`src/rtl/alu_serial_if.sv`:
```
// Handshake and data bundle between the control unit and the bit-serial ALU sequencer.
interface alu_serial_if #(
  parameter int WIDTH = 32
);
  logic             start;
  logic [3:0]       alu_ctl;
  logic [WIDTH-1:0] a;
  logic [WIDTH-1:0] b;
  logic             busy;
  logic             done;
  logic [WIDTH-1:0] result;
  logic             zero;
  logic             overflow;
  logic             illegal;

  modport master (
    output start, alu_ctl, a, b,
    input  busy, done, result, zero, overflow, illegal
  );

  modport slave (
    input  start, alu_ctl, a, b,
    output busy, done, result, zero, overflow, illegal
  );
endinterface

```
`src/rtl/alu_serial_ctrl.sv`:
```
// Bit-serial ALU sequencer: one 1-bit slice time-shared across WIDTH bits, LSB first,
// with an extra fix-up cycle for SLT so the compare is signed-correct.
module alu_serial_ctrl #(
  parameter int WIDTH = 32
) (
  input logic        clk,
  input logic        rst,
  alu_serial_if.slave bus
);
  localparam int CW = (WIDTH > 1) ? $clog2(WIDTH) : 1;

  typedef enum logic [1:0] {IDLE = 2'd0, RUN = 2'd1, FIX = 2'd2, DONE = 2'd3} state_t;

  function automatic logic ctl_is_legal(input logic [3:0] ctl);
    case (ctl)
      4'b0000, 4'b0001, 4'b0010, 4'b0110, 4'b0111, 4'b1100: ctl_is_legal = 1'b1;
      default: ctl_is_legal = 1'b0;
    endcase
  endfunction

  function automatic logic ctl_is_addsub(input logic [3:0] ctl);
    case (ctl)
      4'b0010, 4'b0110: ctl_is_addsub = 1'b1;
      default: ctl_is_addsub = 1'b0;
    endcase
  endfunction

  // The "less" select always writes 0 here; SLT patches bit 0 in FIX.
  function automatic logic slice_out(input logic ai, input logic bi, input logic sum,
                                     input logic [1:0] sel);
    case (sel)
      2'b00:   slice_out = ai & bi;
      2'b01:   slice_out = ai | bi;
      2'b10:   slice_out = sum;
      2'b11:   slice_out = 1'b0;
      default: slice_out = 1'b0;
    endcase
  endfunction

  state_t           state_r;
  logic [CW-1:0]    cnt_r;
  logic             carry_r;
  logic [WIDTH-1:0] a_r;
  logic [WIDTH-1:0] b_r;
  logic [3:0]       ctl_r;
  logic [WIDTH-1:0] shreg_r;
  logic             set_r;
  logic             ovf_r;
  logic             busy_r;
  logic             done_r;
  logic [WIDTH-1:0] result_r;
  logic             zero_r;
  logic             overflow_r;
  logic             illegal_r;

  logic             ai_s;
  logic             bi_s;
  logic             sum_s;
  logic             cout_s;
  logic             bit_s;
  logic             last_s;
  logic [WIDTH-1:0] run_word_s;
  logic [WIDTH-1:0] fix_word_s;
  logic [WIDTH-1:0] final_s;
  logic             ovf_out_s;

  // One slice evaluation for the current bit plus the candidate completed words.
  always_comb begin
    ai_s       = a_r[cnt_r] ^ ctl_r[3];
    bi_s       = b_r[cnt_r] ^ ctl_r[2];
    sum_s      = ai_s ^ bi_s ^ carry_r;
    cout_s     = (ai_s & bi_s) | (carry_r & (ai_s ^ bi_s));
    bit_s      = slice_out(ai_s, bi_s, sum_s, ctl_r[1:0]);
    last_s     = (cnt_r == CW'(WIDTH - 1));
    run_word_s = {bit_s, shreg_r[WIDTH-1:1]};
    fix_word_s = shreg_r | {{(WIDTH-1){1'b0}}, set_r ^ ovf_r};
    if (!ctl_is_legal(ctl_r)) begin
      final_s = {WIDTH{1'b0}};
    end else if (state_r == FIX) begin
      final_s = fix_word_s;
    end else begin
      final_s = run_word_s;
    end
    ovf_out_s = ctl_is_addsub(ctl_r) ? (cout_s ^ carry_r) : 1'b0;
  end

  // Sequencer FSM; visible outputs load together only on entry to DONE.
  always_ff @(posedge clk or posedge rst) begin
    if (rst) begin
      state_r    <= IDLE;
      cnt_r      <= {CW{1'b0}};
      carry_r    <= 1'b0;
      a_r        <= {WIDTH{1'b0}};
      b_r        <= {WIDTH{1'b0}};
      ctl_r      <= 4'b0000;
      shreg_r    <= {WIDTH{1'b0}};
      set_r      <= 1'b0;
      ovf_r      <= 1'b0;
      busy_r     <= 1'b0;
      done_r     <= 1'b0;
      result_r   <= {WIDTH{1'b0}};
      zero_r     <= 1'b0;
      overflow_r <= 1'b0;
      illegal_r  <= 1'b0;
    end else begin
      case (state_r)
        IDLE: begin
          if (bus.start) begin
            state_r <= RUN;
            a_r     <= bus.a;
            b_r     <= bus.b;
            ctl_r   <= bus.alu_ctl;
            cnt_r   <= {CW{1'b0}};
            carry_r <= bus.alu_ctl[2];
            shreg_r <= {WIDTH{1'b0}};
            busy_r  <= 1'b1;
          end
        end
        RUN: begin
          carry_r <= cout_s;
          shreg_r <= run_word_s;
          if (last_s) begin
            set_r <= sum_s;
            ovf_r <= cout_s ^ carry_r;
            if (ctl_r == 4'b0111) begin
              state_r <= FIX;
            end else begin
              state_r    <= DONE;
              busy_r     <= 1'b0;
              done_r     <= 1'b1;
              result_r   <= final_s;
              zero_r     <= (final_s == {WIDTH{1'b0}});
              overflow_r <= ovf_out_s;
              illegal_r  <= ~ctl_is_legal(ctl_r);
            end
          end else begin
            cnt_r <= cnt_r + CW'(1);
          end
        end
        FIX: begin
          shreg_r    <= fix_word_s;
          state_r    <= DONE;
          busy_r     <= 1'b0;
          done_r     <= 1'b1;
          result_r   <= final_s;
          zero_r     <= (final_s == {WIDTH{1'b0}});
          overflow_r <= 1'b0;
          illegal_r  <= 1'b0;
        end
        DONE: begin
          state_r <= IDLE;
          done_r  <= 1'b0;
        end
        default: begin
          state_r <= IDLE;
          busy_r  <= 1'b0;
          done_r  <= 1'b0;
        end
      endcase
    end
  end

  assign bus.busy     = busy_r;
  assign bus.done     = done_r;
  assign bus.result   = result_r;
  assign bus.zero     = zero_r;
  assign bus.overflow = overflow_r;
  assign bus.illegal  = illegal_r;
endmodule

```
`src/flat_wrapper.sv`:
```
// flat-port wrapper written by rule: the top's interface ports become plain ports
module alu_serial_ctrl_flat 
#(
  parameter int WIDTH = 32
)
  (clk, rst, bus_start, bus_alu_ctl, bus_a, bus_b, bus_busy, bus_done, bus_result, bus_zero, bus_overflow, bus_illegal);
  alu_serial_if #(.WIDTH(WIDTH)) bus_i ();
  input logic clk;
  input logic rst;
  input wire logic [$bits(bus_i.start)-1:0] bus_start;
  input wire logic [$bits(bus_i.alu_ctl)-1:0] bus_alu_ctl;
  input wire logic [$bits(bus_i.a)-1:0] bus_a;
  input wire logic [$bits(bus_i.b)-1:0] bus_b;
  output wire logic [$bits(bus_i.busy)-1:0] bus_busy;
  output wire logic [$bits(bus_i.done)-1:0] bus_done;
  output wire logic [$bits(bus_i.result)-1:0] bus_result;
  output wire logic [$bits(bus_i.zero)-1:0] bus_zero;
  output wire logic [$bits(bus_i.overflow)-1:0] bus_overflow;
  output wire logic [$bits(bus_i.illegal)-1:0] bus_illegal;
  assign bus_i.start = bus_start;
  assign bus_i.alu_ctl = bus_alu_ctl;
  assign bus_i.a = bus_a;
  assign bus_i.b = bus_b;
  assign bus_busy = bus_i.busy;
  assign bus_done = bus_i.done;
  assign bus_result = bus_i.result;
  assign bus_zero = bus_i.zero;
  assign bus_overflow = bus_i.overflow;
  assign bus_illegal = bus_i.illegal;
  alu_serial_ctrl #(.WIDTH(WIDTH)) u_core (.clk(clk), .rst(rst), .bus(bus_i));
endmodule
```
`config.mk`:
```
export PLATFORM = sky130hd
export DESIGN_NAME = alu_serial_ctrl_flat
export DESIGN_NICKNAME = d
export VERILOG_FILES = /design/src/rtl/alu_serial_if.sv /design/src/rtl/alu_serial_ctrl.sv /design/src/flat_wrapper.sv
export SDC_FILE = /design/constraint.sdc
export NUM_CORES = 1
export LEC_CHECK = 0
export CAP_MARGIN = 20
export CORE_ASPECT_RATIO = 1.1
export CORE_MARGIN = 1.5
export CORE_UTILIZATION = 40
export DETAILED_ROUTE_END_ITERATION = 8
export PLACE_DENSITY_LB_ADDON = 0.08
export SYNTH_ARGS = -nofsm -noshare
export SYNTH_HDL_FRONTEND = slang
export SYNTH_SLANG_ARGS = --single-unit
```
`constraint.sdc`:
```
create_clock -name clk -period 5.1 [get_ports clk]
set_clock_uncertainty 0.05 [all_clocks]
set_input_delay 1.02 -clock clk [delete_from_list [all_inputs] [get_ports clk]]
set_output_delay 1.02 -clock clk [all_outputs]
set_load 0.02 [all_outputs]
```
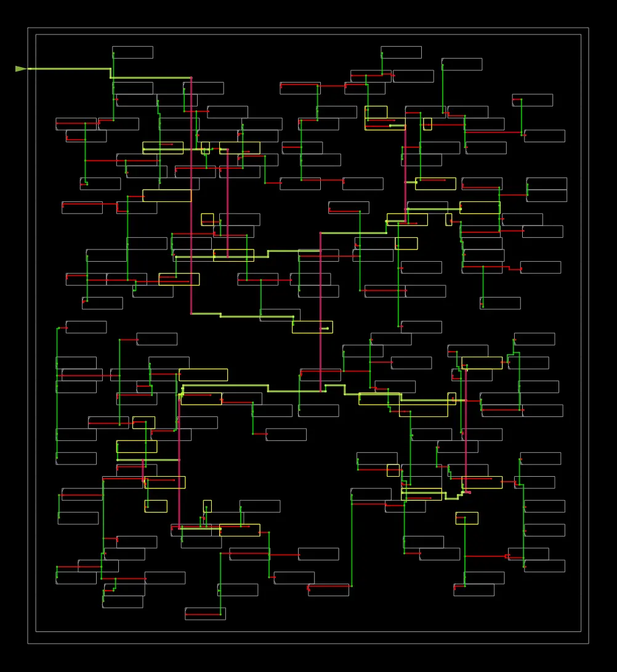
Fig. 1. Clock nets.
number of sinks handled by clock tree synthesis: 147
number of clock buffers inserted by TritonCTS: 17

==> commit_impl_results.txt <==
Store results of the implementation flow

- The flow ran to the end, and the final reports show no timing, DRC or antenna violations.
* Number of buffers between clock root and the deepest sink: 2
- Final ANT Viol Nets: 0
* Number of top-level design ports: 108
- Number of global-route vias before repair: 4724
- Of all nets on the critical path, the largest fanout is 15.
- Floorplan row count: 50
- Distinct cell type count after synthesis: 45
* Cell type contributing the most total cell area after synthesis: dfrtp_1
- Tally of buffers added on design ports: 107
- Largest stage delay on the critical path: 750 ps
* Pins Over Slew Limit: 0
* Number of logged tool warnings: 33
* Tmin final: 3915 ps
- Worst-Skew Late Latency: 420 ps
- Detailed placer's ending HPWL: 10120 um
- Depth of the worst hold-timing path: 2
- Warning count from the yosys run: 0
- Crit. End Element: flip-flop
- CTS tree: done
- Per the timing report, the most critical flop-to-flop path originates at u_core.cnt_r[0]$_DFFE_PP0P_.
- Global-route wire length before repair: 24230 um
* Setup violations, final: 0
* Count of flip-flops with a built-in enable after synthesis: 0
* Maximum clock rate: 0.2555 GHz
- Number of buffers inserted by post-CTS setup repair: 0
- Initial drt markers: 232
- Post-detailed-route DRC marker count: 0
* Die Ht: 140.3 um
- Per the post-place timing report, worst setup slack is 1179 ps.
- In the final timing run, aggregate negative setup slack is 0 ps.
- Core Density at Floorplan: 40.56%
- Data arrival time of the critical path: 4210 ps
- For the worst setup path, the data required time is 5400 ps.
- Layout cells sized above 1: 18.93%
- Die area: 17920 um2
- Synthesis produced a netlist with a net count of 681.
- The placement summary gives the final routability congestion estimate as 0.7691.
- Clock transition time at the flip-flop clock pins of the worst setup and hold paths: 60 ps
* Register bit total from synthesis: 147
- The timing report notes that buffer and inverter cells on the critical path total 0.
* Max-slew headroom at the worst pin: 39.60%
* Worst min path class: reg -> reg
- The worst register-to-register path has a depth of 10.
- In this run the critical path is formed by mux4_2 > and3_1 > or4_4 > o22ai_2 > xor2_1 > fa_1 > a211oi_1 > o31ai_1 > nor4b_1 > a2bb2oi_1.
- Among all flip-flop cells after synthesis, the most frequent one is dfrtp_1.
* Number of max-cap violations: 0
- Final worst path period share: 76.76%
- The mapped netlist covers 6850 um2.
* Static leakage power: 3.655 nW
* Startpoint type of the worst setup path: flip-flop
* Buffer type at the clock tree root: clkbuf_16
- The startpoint identified for the worst hold timing path is u_core.bus.result[14]$_DFFE_PP0P_.
- Total power per unit cell area: 563.2 nW/um2
* Biggest area cells: dfrtp_1 54%, mux2_2 12%, mux2i_1 6.3%
- For reference, the final report shows the hold violation count at 0.
* Sum of routed wire length over all layers: 14580 um
- For this run, the detailed router's first-pass iteration total came to 5.
- For the worst reg-to-reg path, the endpoint reported by OpenROAD is u_core.bus.zero$_DFFE_PP0P_.
- Setup repair after global routing left no endpoint under its margin.
* Routed vias: 4685
- Mean Syn Cell Area: 11.44 um2
- The number of antenna violations at the first check in global routing was 0.
- Slew @ Worst Pin: 903.9 ps
- Dividing the detail-routed wire length by the instance count gives 15.92 um.
- Number of cells in the yosys synthesis report: 599
- In the setup report, the worst path falls into the class reg -> reg.
* Total global-route track usage: 17.40%
* Die width: 127.8 um
* Critical Path Slowest Stage Cell: dfrtp_1
- The net count of the finished layout is 777.
- Looking at the VDD voltage map, the peak drop is 0.0003144 V.
* Number of instances in the placed design: 883
- Yosys reported that registers with async set or reset make up 100.0%.
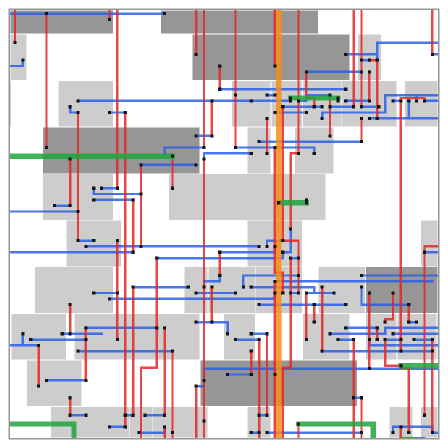
Fig. 2. A small window of the routed layout.
Region (51, 58) to (76, 83) um. Cells in grey, sequential cells in the stronger grey; small squares are vias.
red -> met2
green -> met3
orange -> met4
blue -> met1
most frequent = dfrtp_1 (5), xnor2_1 (3), nand2_1 (3)
cells with their middle in the window = 36
netlist names of flops here include = u_core.ctl_r (2)
sequential cells in the window = 5

[synth_stat cells (all sizes together) (7+ instances only)]
| cell type | n |
|---|---|
| inv | 7 |
| ha | 10 |
| mux2i | 43 |
| dfrtp | 147 |
| buf | 11 |
| a21oi | 10 |
| nand2 | 106 |
| nor2 | 17 |
| clkbuf | 30 |
| mux4 | 12 |
| mux2 | 70 |
| o21ai | 73 |
[through the flow]
stage	power (mW)	utilization, %	hold WS (ps)	cell area [um2]
5_1_grt	5.267	51.76	450.6	8742
4_1_cts	4.973	51.67	433.0	8727
6_report	4.923	51.76	422.2	8742
3_5_place_dp	3.662	47.98	420.1	8104
2_1_floorplan	3.177	-	417.5	6850
3_3_place_gp	3.611	47.98	412.7	8104
[worst reg2reg max path: cells and delay by family (launching register included)]
kind / cells / cell delay, ps
xor+xnor: 1 / 140
simple gates: 3 / 1020
fa+ha+maj: 1 / 560
mux: 1 / 570
flops: 1 / 750
compound gates: 4 / 760
[placed cells by master (no fill, tap or decap), types with 4 or more instances in the layout]
master / count
dfrtp_1: 147
clkdlybuf4s50_1: 107
nand2_1: 105
o21ai_0: 73
mux2_2: 70
mux2i_1: 43
nor2_1: 17
clkbuf_16: 17
mux4_2: 12
a21oi_1: 10
buf_4: 10
ha_1: 9
inv_1: 6
clkbuf_8: 5
nand2b_1: 4
xor2_1: 4
nor2b_1: 4
nor3_1: 4
nor4_1: 4
clkinv_2: 4
[where the power goes]
group          switching, mW  internal, mW
Combinational          0.933         0.903
Sequential             0.284          1.50
Clock                  0.469         0.831
Total                   1.69          3.24
[how the worst min path moves through the flow]
stage,to
final,u_core.bus.result[14]$_DFFE_PP0P_
after global routing,u_core.bus.result[0]$_DFFE_PP0P_
after CTS,u_core.bus.result[14]$_DFFE_PP0P_
after detailed placement,u_core.bus.result[14]$_DFFE_PP0P_
after global placement,u_core.bus.result[15]$_DFFE_PP0P_
after floorplan,u_core.set_r$_DFFE_PP0P_
[cells by family after synthesis]
logic type               share of synthesized area [%]
AND/OR/NAND/NOR                                  9.918
flip-flops                                       53.70
multiplexers                                     21.74
AND-OR/OR-AND                                    8.877
buffers and inverters                            2.758
adder cells (fa/ha/maj)                          2.119
XOR/XNOR                                        0.8950
[state kept, by name (all words and copies together) (netlist names)]
register and cells:
u_core.set_r 1, u_core.bus.overflow 1, u_core.bus.illegal 1, u_core.cnt_r 5, u_core.shreg_r 32, u_core.state_r 2
u_core.carry_r 1, u_core.b_r 32, u_core.ctl_r 4, u_core.bus.busy 1, u_core.ovf_r 1, u_core.bus.zero 1
u_core.bus.done 1, u_core.bus.result 32, u_core.a_r 32
[routing by layer]
metal	vias to the layer above	part of all wire (%)	wire length, um	global-route usage (%)
li1	2293	-	-	-
met2	98	51	7423	28.55
met4	0	1.8	268	6.387
met3	24	3.6	527	4.736
met1	2270	44	6361	22.06
met5	-	0	0	0
[area by class of cell]
| cell class | instances | area (um2) |
|---|---|---|
| timing repair buffer | 118 | 1161 |
| tap | 208 | 260.3 |
| sequential | 147 | 3679 |
| fill | 1483 | 8149 |
| inverter | 7 | 31.28 |
| clock inverter | 9 | 125.1 |
| multi-input combinational | 404 | 2988 |
| clock buffer | 23 | 498.0 |
Power is estimated from default activity; no workload was simulated.
